File: config.mk
export PLATFORM = sky130hd
export DESIGN_NAME = fifo_reader
export DESIGN_NICKNAME = d
export VERILOG_FILES = /design/src/rtl/fifo_reader_pkg.sv /design/src/rtl/fifo_reader_skid.sv /design/src/rtl/fifo_reader.sv
export SDC_FILE = /design/constraint.sdc
export NUM_CORES = 1
export LEC_CHECK = 0
export ABC_AREA = 1
export CAP_MARGIN = 0
export CELL_PAD_IN_SITES_DETAIL_PLACEMENT = 2
export CELL_PAD_IN_SITES_GLOBAL_PLACEMENT = 2
export CORE_UTILIZATION = 32
export CTS_BUF_LIST = sky130_fd_sc_hd__clkbuf_8
export CTS_CLUSTER_DIAMETER = 40
export DETAILED_ROUTE_END_ITERATION = 8
export GPL_ROUTABILITY_DRIVEN = 0
export PLACE_DENSITY_LB_ADDON = 0.1
export SYNTH_ARGS = -nofsm -noshare
export SYNTH_HDL_FRONTEND = slang
export SYNTH_SLANG_ARGS = --single-unit
File: constraint.sdc
create_clock -name clk -period 5.55 [get_ports clk]
set_clock_uncertainty 0.2 [all_clocks]
set_input_delay 0.555 -clock clk [delete_from_list [all_inputs] [get_ports clk]]
set_output_delay 0.555 -clock clk [all_outputs]
set_load 0.03 [all_outputs]
File: src/rtl/fifo_reader_pkg.sv
// Shared types and constants for the FIFO read-side controller.
// Holds the FSM encoding, the skid depth and the room test used to gate rd_enable.
package fifo_reader_pkg;

  typedef enum logic {
    ST_IDLE  = 1'b0,
    ST_DRAIN = 1'b1
  } state_t;

  localparam int SKID_DEPTH = 2;
  localparam int OCC_WIDTH  = $clog2(SKID_DEPTH + 1);

  // True when buffered words plus the in-flight read, less this cycle's pop, leave a free slot.
  function automatic logic has_room(input logic [OCC_WIDTH-1:0] occ,
                                    input logic                 pend,
                                    input logic                 pop);
    logic [OCC_WIDTH:0] projected;
    projected = {1'b0, occ} + {{OCC_WIDTH{1'b0}}, pend} - {{OCC_WIDTH{1'b0}}, pop};
    return projected < (OCC_WIDTH + 1)'(SKID_DEPTH);
  endfunction

endpackage

File: src/rtl/fifo_reader_skid.sv
// Small in-order skid buffer: slot 0 is the head, pops shift toward it,
// pushes land just behind the last word that survives this cycle's pop.
module fifo_reader_skid
  import fifo_reader_pkg::*;
#(
  parameter int data_width = 10
) (
  input  logic                  clk,
  input  logic                  reset,
  input  logic                  push,
  input  logic [data_width-1:0] push_data,
  input  logic                  pop,
  output logic [OCC_WIDTH-1:0]  occ,
  output logic [data_width-1:0] head,
  output logic                  valid
);

  logic [OCC_WIDTH-1:0]  occ_reg;
  logic [OCC_WIDTH-1:0]  occ_next;
  logic [OCC_WIDTH-1:0]  wr_idx;
  logic [data_width-1:0] slot_q [SKID_DEPTH];

  // A simultaneous pop frees the head first, so the new word lands one slot earlier.
  assign wr_idx   = occ_reg - OCC_WIDTH'(pop);
  assign occ_next = occ_reg + OCC_WIDTH'(push) - OCC_WIDTH'(pop);

  always_ff @(posedge clk or posedge reset) begin
    if (reset) begin
      occ_reg <= '0;
    end else begin
      occ_reg <= occ_next;
    end
  end

  genvar gi;
  generate
    for (gi = 0; gi < SKID_DEPTH; gi++) begin : g_slot
      logic [data_width-1:0] data_reg;
      logic [data_width-1:0] data_next;
      logic [data_width-1:0] shift_src;

      if (gi < SKID_DEPTH - 1) begin : g_mid
        assign shift_src = slot_q[gi+1];
      end else begin : g_tail
        assign shift_src = data_reg;
      end

      always_comb begin
        data_next = data_reg;
        if (pop) begin
          data_next = shift_src;
        end
        if (push && (wr_idx == OCC_WIDTH'(gi))) begin
          data_next = push_data;
        end
      end

      always_ff @(posedge clk or posedge reset) begin
        if (reset) begin
          data_reg <= '0;
        end else begin
          data_reg <= data_next;
        end
      end

      assign slot_q[gi] = data_reg;
    end
  endgenerate

  assign occ   = occ_reg;
  assign head  = slot_q[0];
  assign valid = (occ_reg != '0);

endmodule

File: src/rtl/fifo_reader.sv
// Read-side FIFO controller: pops the FIFO, absorbs its 1-cycle read latency in a skid
// buffer and presents words on valid/ready. Optional burst start: FIFO_READER_LOWWATER_EN.
module fifo_reader
  import fifo_reader_pkg::*;
#(
  parameter int data_width  = 10,
  parameter int count_width = 16
) (
  input  logic                   clk,
  input  logic                   reset,
  input  logic                   empty_fifo,
  input  logic                   almost_empty_fifo,
  input  logic                   error,
  input  logic [data_width-1:0]  fifo_data,
  output logic                   rd_enable,
  output logic [data_width-1:0]  data_o,
  output logic                   valid_o,
  input  logic                   ready_i,
  output logic                   err_o,
  output logic [count_width-1:0] words_read
);

  state_t                 state_reg;
  state_t                 state_next;
  logic                   pend_reg;
  logic                   err_reg;
  logic [count_width-1:0] count_reg;
  logic [OCC_WIDTH-1:0]   occ;
  logic                   pop;
  logic                   start;

  assign pop = valid_o & ready_i;

`ifdef FIFO_READER_LOWWATER_EN
  assign start = !almost_empty_fifo;
`else
  logic unused_almost_empty;
  assign unused_almost_empty = almost_empty_fifo;
  assign start = !empty_fifo;
`endif

  always_comb begin
    state_next = state_reg;
    rd_enable  = 1'b0;
    case (state_reg)
      ST_IDLE: begin
        if (start) begin
          state_next = ST_DRAIN;
        end
      end
      ST_DRAIN: begin
        rd_enable = !empty_fifo && has_room(occ, pend_reg, pop);
        if (empty_fifo && !rd_enable) begin
          state_next = ST_IDLE;
        end
      end
      default: begin
        state_next = ST_IDLE;
      end
    endcase
  end

  // pend_reg marks the cycle in which fifo_data carries the word requested one cycle earlier.
  always_ff @(posedge clk or posedge reset) begin
    if (reset) begin
      state_reg <= ST_IDLE;
      pend_reg  <= 1'b0;
      err_reg   <= 1'b0;
      count_reg <= '0;
    end else begin
      state_reg <= state_next;
      pend_reg  <= rd_enable;
      err_reg   <= err_reg | error;
      if (pop) begin
        count_reg <= count_reg + count_width'(1);
      end
    end
  end

  fifo_reader_skid #(
    .data_width(data_width)
  ) u_skid (
    .clk       (clk),
    .reset     (reset),
    .push      (pend_reg),
    .push_data (fifo_data),
    .pop       (pop),
    .occ       (occ),
    .head      (data_o),
    .valid     (valid_o)
  );

  assign err_o      = err_reg;
  assign words_read = count_reg;

endmodule

run_1/floorplan.png
Scale bar: 20 µm. Pins as bars on the die edge.
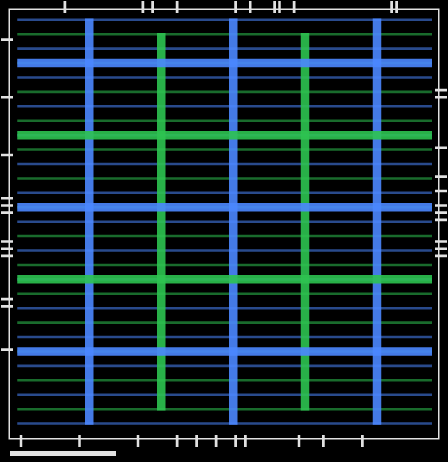
Key: blue = VSS; green = VDD
5 straps on met5. The core has 28 rows.
Core ar.: 5960 µm²
Die X: 80.7 µm
die height: 80.7 µm

run_1/congestion_map.png
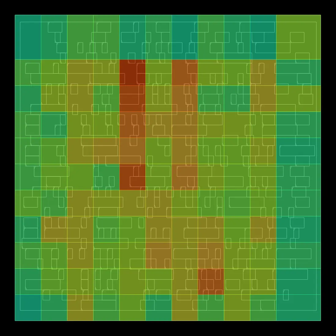
Layout Utilization: 0.433
total track usage: 0.175

run_1/class_map.png
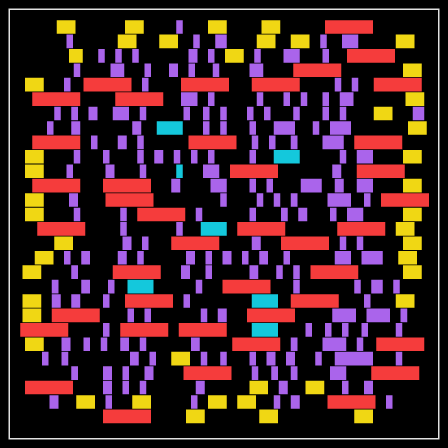
Key: yellow = remaining buffers and delay cells [cells 44, share of their area 18%]; purple = remaining logic cells [cells 192, share of their area 38%]; cyan = clock drivers and dummy loads [cells 7, share of their area 3.5%]; red = sequential cells [cells 41, share of their area 41%]
fin area: 2580 µm²
site row count: 28

==> impl_metrics.toml, run 1 <==
# yosys + openroad results
[final_timing]
slew_headroom = 0.400
fin_crit_ns = 4.06
holdWs_ns = 0.275
worst_slew_pin_slew_ns = 0.899
rsz0062_at_grt = "no"
drv_slew = 0
clock.fmax_ghz = 0.247
fin_crit_sh = 0.731
hold_viol_final = 0

[final_layout]
instances_no_fill = 359
fillCellCount = 694
synthToLayoutAreaGrowth_pct = 30.0
antennaDiodeCount = 0
largest_reg_flops = 16
drive_gt1_frac = 0.0563
mi_logic_area_um2 = 802

[critical_path]
rr_startpoint = "u_skid.occ[1]"
cp-startpoint = "ready_i"
worstPathRequired_ns = 4.80
critPathArrivalTime_ns = 3.30
cp-end-kind = "output port"
critPathMaxFanout = 5

[pwr]
clkPwrFrac = 0.165
swShare = 0.414
powerDensity_nw_per_um2 = 470
power.net_switching_mw = 0.502
peakVddDrop_mv = 0.213
pwr-share-seq = 0.399
power.leakage_nw = 1.30

[synthesis]
synth.most_common_cell = "nand2_1"
top_cells_by_area = "dfrtp_1 (52%), nand2_1 (15%), inv_1 (6.6%), o21ai_0 (5.6%), nand3_1 (4.0%)"
syn_area_per_cell_um2 = 8.30
syn_nets = 260
synth_seq_share = 0.517
common_cells = "nand2_1 (79), dfrtp_1 (41), inv_1 (35), o21ai_0 (22), nand3_1 (16)"
netlist_area_um2 = 1980
synthAdderAreaFrac = 0.0353
ys_cells = 239
ff_type = "dfrtp_1"
ys.flops = 41
async_flop_share = 1.00
mux_share = 0
ys_sh_aoi = 0.0599
yosysUniqueCellTypes = 19
largest_area_cell = "dfrtp_1"
ys_area_um2 = 1980
ys_sh_xor = 0.0442

[cts]
cts_tree = "built"
ctsResizeCount = 0
cts_setup_buffers = 0
clockBufferDepth = 2
clockRootBuffer = "clkbuf_8"
numCtsBuffers = 5
hold_buffers = 0

[worst_hold_path]
min_from = "err_o"
hold_path.class = "reg -> reg"

[routing]
drt_wl_total_um = 4980
drc = 0
vias = 1673
ant_nets = 0
first_iter_violations = 48
drt-vias-per-instance = 4.66
post_drt_wl_per_cell_um = 13.9

[placement]
place_inst = 352
hpwl_um = 3610

[global_routing]
overflow = 0
grt_pass1_vias = 1741
antenna_found_initial = 0

[floorplanning]
io_pins = 45
fp_util = 0.333

[run_status]
outcome = "finished, final reports clean"

[flow_run]
maxCapViolCount = 0
[run 1: final timing paths]
path                                       end  slack [ns]  cells past startpoint
worst max-delay path                 rd_enable        1.49                     11
worst min-delay path                     err_o        0.27                      1
worst max register to register  u_skid.head[6]        2.42                     10
worst min register to register           err_o        0.27                      1
max in group asynchronous       words_read[13]        4.28                      3
min in group asynchronous       u_skid.head[9]        0.48                      3
[run 1: logic make-up (layout without fill, tap and decap cells)]
family | count (synthesis) | in the layout
buf+inv | 41 | 86
compound gates | 23 | 23
flops | 41 | 41
simple gates | 119 | 119
xor+xnor | 10 | 10
fa+ha+maj | 5 | 5
[run 1: through the flow]
step,total power [mW],cell area [µm²],setup slack (ns)
6_report,1.21,2580,1.49
5_1_grt,1.31,2580,1.32
4_1_cts,1.24,2580,1.46
3_5_place_dp,1.03,2490,1.47
3_3_place_gp,1.00,2490,1.51
2_1_floorplan,0.811,1980,2.50
[run 1: power by group through the flow]
stage               clock, mW  combinational [mW]  sequential (mW)
floorplan                   0               0.231            0.580
global placement            0               0.518            0.485
detailed placement          0               0.536            0.489
CTS                     0.209               0.541            0.486
global route            0.220               0.591            0.498
finish                  0.200               0.528            0.483
[run 1: area by class of cell]
class,instances,share of cell area
inverters,35,0.0510
repair buffers,44,0.170
multi-input cells,157,0.311
clock buffers,6,0.0320
well taps,75,0.0364
flip-flops and latches,41,0.398
clock inverters,1,0.00146
[run 1: per-layer routing]
metal  routed length [µm]  GRT usage  up-vias  part of all wire
li1                     -          -      818                 -
met1                 2410      0.227      820              0.48
met2                 2340      0.290       28              0.47
met3                  154     0.0375        7             0.031
met4                   72     0.0589        0             0.014
met5                    0          0        -                 0
[run 1: layout by cell type (no fill, tap or decap)]
| cell type | n |
|---|---|
| buf_4 | 1 |
| clkbuf_8 | 6 |
| clkdlybuf4s50_1 | 43 |
| dfrtp_1 | 41 |
| fa_1 | 1 |
| ha_1 | 4 |
| inv_1 | 36 |
| nand2_1 | 79 |
| nand2_4 | 2 |
| nand3_1 | 16 |
| nand3b_1 | 3 |
| nor2_1 | 11 |
| nor2_2 | 2 |
| nor2_4 | 3 |
| nor3_1 | 2 |
| o21ai_0 | 22 |
| o21ai_2 | 1 |
| or2_2 | 1 |
| xnor2_1 | 5 |
| xor2_1 | 5 |
[run 1: critical path, stage by stage]
cell             delay (ns)
clkdlybuf4s50_1        0.50
inv_1                  0.08
nor2_4                 0.22
ha_1                   0.29
inv_1                  0.08
ha_1                   0.13
inv_1                  0.05
fa_1                   0.50
nand3_1                0.08
nor2_1                 0.13
clkdlybuf4s50_1        0.69
## Run 2: what changed since run 1
--- a/config.mk
+++ b/config.mk
@@ -9,7 +9,7 @@
 export CAP_MARGIN = 0
 export CELL_PAD_IN_SITES_DETAIL_PLACEMENT = 2
 export CELL_PAD_IN_SITES_GLOBAL_PLACEMENT = 2
-export CORE_UTILIZATION = 32
+export CORE_UTILIZATION = 30
 export CTS_BUF_LIST = sky130_fd_sc_hd__clkbuf_8
 export CTS_CLUSTER_DIAMETER = 40
 export DETAILED_ROUTE_END_ITERATION = 8
==> constraint.sdc (replaced) <==
create_clock -name clk -period 3.85 [get_ports clk]
set_clock_uncertainty 0.2 [all_clocks]
set_input_delay 0.385 -clock clk [delete_from_list [all_inputs] [get_ports clk]]
set_output_delay 0.385 -clock clk [all_outputs]
set_load 0.03 [all_outputs]
run_2/util_map.png
Scale bar: 20 µm. The die is cut into 8 by 8 equal tiles; black is low, pale yellow is high, 0 to 100% covered.
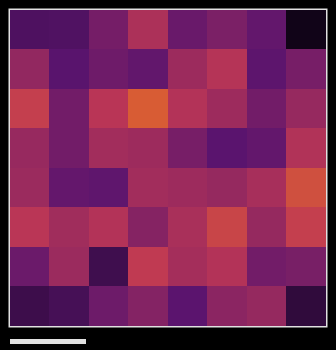
The mean over all tiles is 36%. The fullest tile reaches 61%.
Layout Utilization: 0.411
Core ar.: 6350 µm²
Core Density at Floorplan: 0.312

run_2/congestion_map.png
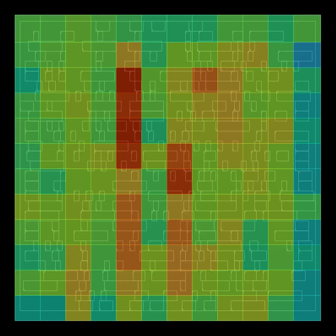
average routed wire per standard cell: 13.2 µm
total track usage: 0.154
met1 GRT Util: 0.185
GRT met3 Usage: 0.0278

==> run 2 against run 1 <==
Against the previous run:
- power grew 48%
- count of clock-buffer cells in the layout shrank 1
- hold slack lost 0.0042 ns
- critical path type unchanged
==> impl_metrics.toml, run 2 <==
# yosys + openroad results
[run_status]
outcome = "finished, final reports clean"

[final_timing]
slew_headroom = 0.480
worst_slew_pin_slew_ns = 0.781
hold_viol_final = 0
drv_slew = 0
clock.fmax_ghz = 0.279
fin_crit_ns = 3.59
rsz0062_at_grt = "no"

[synthesis]
synth_seq_share = 0.517
top_cells_by_area = "dfrtp_1 (52%), nand2_1 (15%), inv_1 (6.6%), o21ai_0 (5.6%), nand3_1 (4.0%)"
ys.flops = 41
async_flop_share = 1.00
ys_cells = 239
ys_area_um2 = 1980
ff_type = "dfrtp_1"
netlist_area_um2 = 1980
synth.most_common_cell = "nand2_1"

[critical_path]
cp-end-kind = "output port"
r2r_cells = 12
worstPathRequired_ns = 3.26
critPathArrivalTime_ns = 3.00
critPathMaxFanout = 2

[routing]
drt-vias-per-instance = 4.62
vias = 1678
ant_nets = 0
first_iter_violations = 20
drc = 0

[cts]
clockBufferDepth = 2
ctsResizeCount = 0
clockRootBuffer = "clkbuf_8"
numCtsBuffers = 5
cts_tree = "built"
cts_setup_buffers = 0

[floorplanning]
chipHeight_um = 83.3
die_x_um = 83.3

[final_layout]
synthToLayoutAreaGrowth_pct = 31.7
drive_gt1_frac = 0.0664
final_cell_area_um2 = 2610

[pwr]
powerDensity_nw_per_um2 = 686
peakVddDrop_mv = 0.294
power.leakage_nw = 1.31
p_total_mw = 1.79

[worst_hold_path]
hold_path.class = "reg -> reg"
hold_depth = 1

[flow_run]
maxCapViolCount = 0

[global_routing]
antenna_found_initial = 0
grt_pass1_vias = 1812

[placement]
hpwl_um = 3550
run_2/port_trees.png
Scale bar: 20 µm.
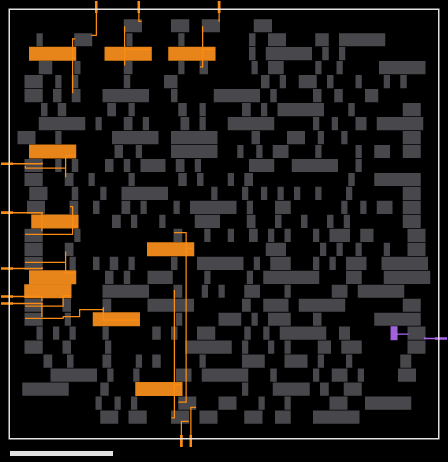
Key: purple = valid_o [bits 1, direction output, end cells 1, buffers 1, wire 4.90 µm]; orange = data_o [bits 10, direction output, end cells 10, buffers 10, wire 237 µm]
I/O pin total: 45
PortBufs: 43

-- run 2: cell types whose count changed in the layout (fill, tap and decap cells not counted) --
cell       change
bufinv_16      +1
clkinv_1       +1
clkinv_2       +1
buf_4          +2
inv_1          -2
clkbuf_8       -1
-- run 2: power breakdown --
group	internal, mW	switching (mW)
clock network	0.189	0.152
logic	0.313	0.450
registers	0.578	0.111
-- run 2: worst paths after layout --
kind                            slack (ns)             end          start
worst max-delay path                  0.26       rd_enable        ready_i
worst min register to register        0.27           err_o          err_o
min in group asynchronous             0.34  u_skid.head[0]          reset
max in group asynchronous             2.73   u_skid.occ[1]          reset
worst min-delay path                  0.27           err_o          err_o
worst max register to register        1.36  u_skid.head[4]  u_skid.occ[1]
-- run 2: per-layer routing --
layer,up-vias,wire (µm),global-route usage
met2,31,2410,0.274
li1,816,-,-
met1,823,2150,0.185
met3,8,142,0.0278
met4,0,76,0.0564
met5,-,0,0
-- run 2: worst max-delay path: stages --
cell and delay (ns):
clkdlybuf4s50_1 0.49, inv_1 0.07, nor2_4 0.11, ha_1 0.25
inv_1 0.09, ha_1 0.14, inv_1 0.05, fa_1 0.49
nand3_1 0.08, nor2_1 0.16, clkdlybuf4s50_1 0.69
-- run 2: kinds of logic (layout without fill, tap and decap cells) --
family / count (synthesis) / in the layout / synth area share
DFF: 41 / 41 / 0.517
and+or+nand+nor: 119 / 119 / 0.265
AOI/OAI and AO/OA: 23 / 23 / 0.0599
adders and majority gates: 5 / 5 / 0.0353
xor gates and xnor gates: 10 / 10 / 0.0442
buffers and inverters: 41 / 88 / 0.0782
-- run 2: cell type report --
class                           count  area (µm²)
Clock inverter                      2        35.0
Timing Repair Buffer               46         453
Tap cell                           77        96.3
Fill cell                         728        3740
Sequential cell                    41        1030
Clock buffer                        5        68.8
Multi-Input combinational cell    157         802
Inverter                           35         131
-- run 2: metrics by stage --
stage | hold WS (ns) | setup WS, ns | cells
after detailed placement | 0.264 | 0.227 | 356
after global routing | 0.296 | 0.120 | 363
final | 0.271 | 0.264 | 363
after CTS | 0.285 | 0.206 | 363
after global placement | 0.252 | 0.278 | 356
after floorplan | 0.253 | 1.05 | 239
## Run 3: what changed since run 2
--- a/config.mk
+++ b/config.mk
@@ -14,6 +14,7 @@
 export CTS_CLUSTER_DIAMETER = 40
 export DETAILED_ROUTE_END_ITERATION = 8
 export GPL_ROUTABILITY_DRIVEN = 0
+export MAX_ROUTING_LAYER = met4
 export PLACE_DENSITY_LB_ADDON = 0.1
 export SYNTH_ARGS = -nofsm -noshare
 export SYNTH_HDL_FRONTEND = slang
==> constraint.sdc (replaced) <==
create_clock -name clk -period 3.85 [get_ports clk]
set_clock_uncertainty 0.2 [all_clocks]
set_input_delay 0.385 -clock clk [delete_from_list [all_inputs] [get_ports clk]]
set_output_delay 0.385 -clock clk [all_outputs]
set_load 0.05 [all_outputs]
run_3/port_trees.png
Scale bar: 20 µm.
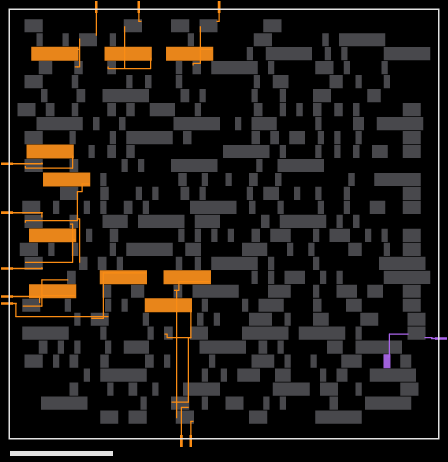
Key: purple = valid_o [bits 1, direction output, end cells 1, buffers 1, wire 10.7 µm]; orange = data_o [bits 10, direction output, end cells 10, buffers 10, wire 262 µm]

run_3/util_map.png
Scale bar: 20 µm. The die is cut into 8 by 8 equal tiles; black is low, pale yellow is high, 0 to 100% covered.
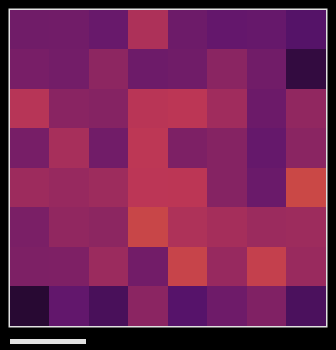
The mean over all tiles is 36%. The densest ninth of the die: middle. The fullest tile reaches 55%.

==> run 3 against run 2 <==
Against the previous run:
- synthesized cell count is the same
- area after synthesis unchanged
- count of clock-buffer cells in the layout grew 2
- maximum frequency up 5.7%
- global-route usage rose by 1.1 points
- sequential cell count did not move
- via count down 0.36%
- final cell count unchanged
- combinational power up 18%
- sequential power about the same
- cell area did not move
- critical endpoint unchanged
==> impl_metrics.toml, run 3 <==
# yosys + openroad results
[run_status]
outcome = "finished, final reports clean"

[critical_path]
reg2reg_to = "u_skid.head[0]"
rr_startpoint = "u_skid.occ[1]"
cp-end-kind = "output port"
critPathArrivalTime_ns = 2.81
cp-startpoint = "ready_i"
worstPathRequired_ns = 3.26
r2r_cells = 12

[final_timing]
holdWs_ns = 0.276
hold_viol_final = 0
clock.fmax_ghz = 0.295
fin_crit_sh = 0.882
rsz0062_at_grt = "no"
drv_slew = 0
fin_crit_ns = 3.39

[floorplanning]
fp_util = 0.312
rows = 29
io_pins = 45

[final_layout]
antennaDiodeCount = 0
largest_reg_flops = 16
instances_no_fill = 363
layout_top_cell = "nand2_1"
synthToLayoutAreaGrowth_pct = 31.7

[synthesis]
top_cells_by_area = "dfrtp_1 (52%), nand2_1 (15%), inv_1 (6.6%), o21ai_0 (5.6%), nand3_1 (4.0%)"
largest_area_cell = "dfrtp_1"
synth.most_common_cell = "nand2_1"
ff_type = "dfrtp_1"
synth_seq_share = 0.517
ys.flops = 41
common_cells = "nand2_1 (79), dfrtp_1 (41), inv_1 (35), o21ai_0 (22), nand3_1 (16)"
syn_nets = 260

[routing]
drc = 0
top_layer = "met4"
post_drt_wl_per_cell_um = 13.6
vias = 1672
wl_met2_um = 2490
drt-met1-wl_um = 2230
drt_wl_total_um = 4950
first_iter_violations = 63
drt-vias-per-instance = 4.61

[cts]
hold_buffers = 0
cts_setup_buffers = 0
cts_tree = "built"

[worst_hold_path]
hold_path.class = "reg -> reg"
min_from = "err_o"
hold_depth = 1

[pwr]
clkPwrFrac = 0.167
power.net_switching_mw = 0.858
combPwrFrac = 0.473
pwr-share-seq = 0.361

[placement]
place_inst = 355
port_buffers = 43
hpwl_um = 3640

[global_routing]
track_usage = 0.165
antenna_found_initial = 0
overflow = 0
run_3/floorplan.png
Scale bar: 20 µm. Pins as bars on the die edge.
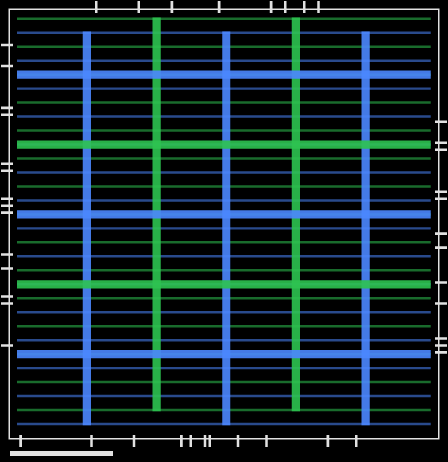
Key: blue = VSS; green = VDD
5 straps on met4. The core has 29 rows. 30 met1 rails follow the rows. 45 signal pins sit on the boundary. 5 straps on met5.
maximum VDD drop: 0.313 mV
die height: 83.3 µm

run 3: worst max-delay path, stage by stage:
cell             delay, ns
clkdlybuf4s50_1       0.50
inv_1                 0.08
nor2_4                0.22
ha_1                  0.29
inv_1                 0.08
ha_1                  0.14
inv_1                 0.05
fa_1                  0.50
nand3_1               0.08
nor2_1                0.29
buf_12                0.18
run 3: per-stage QoR:
stage               power (mW)  cell area, µm²  utilization  worst slack (ns)
floorplan                 1.31            1980            -             0.806
global placement          1.59            2510        0.395             0.518
detailed placement        1.62            2510        0.395             0.433
CTS                       1.96            2610        0.411             0.420
global route              2.06            2610        0.411             0.294
finish                    1.91            2610        0.411             0.456
run 3: how the worst max path moves through the flow:
stage | endpoint | slack, ns
2_1_floorplan | rd_enable | 0.81
3_3_place_gp | rd_enable | 0.52
3_5_place_dp | rd_enable | 0.43
4_1_cts | rd_enable | 0.42
5_1_grt | rd_enable | 0.29
6_report | rd_enable | 0.46
run 3: layer usage:
| metal | up-vias | GRT usage |
|---|---|---|
| li1 | 817 | - |
| met1 | 818 | 0.198 |
| met2 | 31 | 0.276 |
| met3 | 6 | 0.0328 |
| met4 | 0 | 0.0564 |
| met5 | - | - |
run 3: cell families (layout without fill, tap and decap cells):
group | Yosys count | after routing | share of synthesized area
flops | 41 | 41 | 0.517
buf+inv | 41 | 88 | 0.0782
simple gates | 119 | 119 | 0.265
fa+ha+maj | 5 | 5 | 0.0353
compound gates | 23 | 23 | 0.0599
xor+xnor | 10 | 10 | 0.0442
run 3: final cells by class:
type | count | area, µm²
repair buffers | 45 | 455
fillers | 727 | 3740
flip-flops and latches | 41 | 1030
well taps | 77 | 96.3
inverters | 35 | 131
clock inverters | 1 | 5.00
multi-input cells | 157 | 802
clock buffers | 7 | 96.3
run 3: power by group through the flow:
stage | Sequential (mW) | Combinational, mW | Clock (mW)
final | 0.689 | 0.904 | 0.319
after global routing | 0.714 | 0.993 | 0.348
after CTS | 0.695 | 0.924 | 0.336
after detailed placement | 0.702 | 0.921 | 0
after global placement | 0.696 | 0.896 | 0
after floorplan | 0.959 | 0.346 | 0
Power figures rest on the tool's default switching activity, not on a simulated workload.
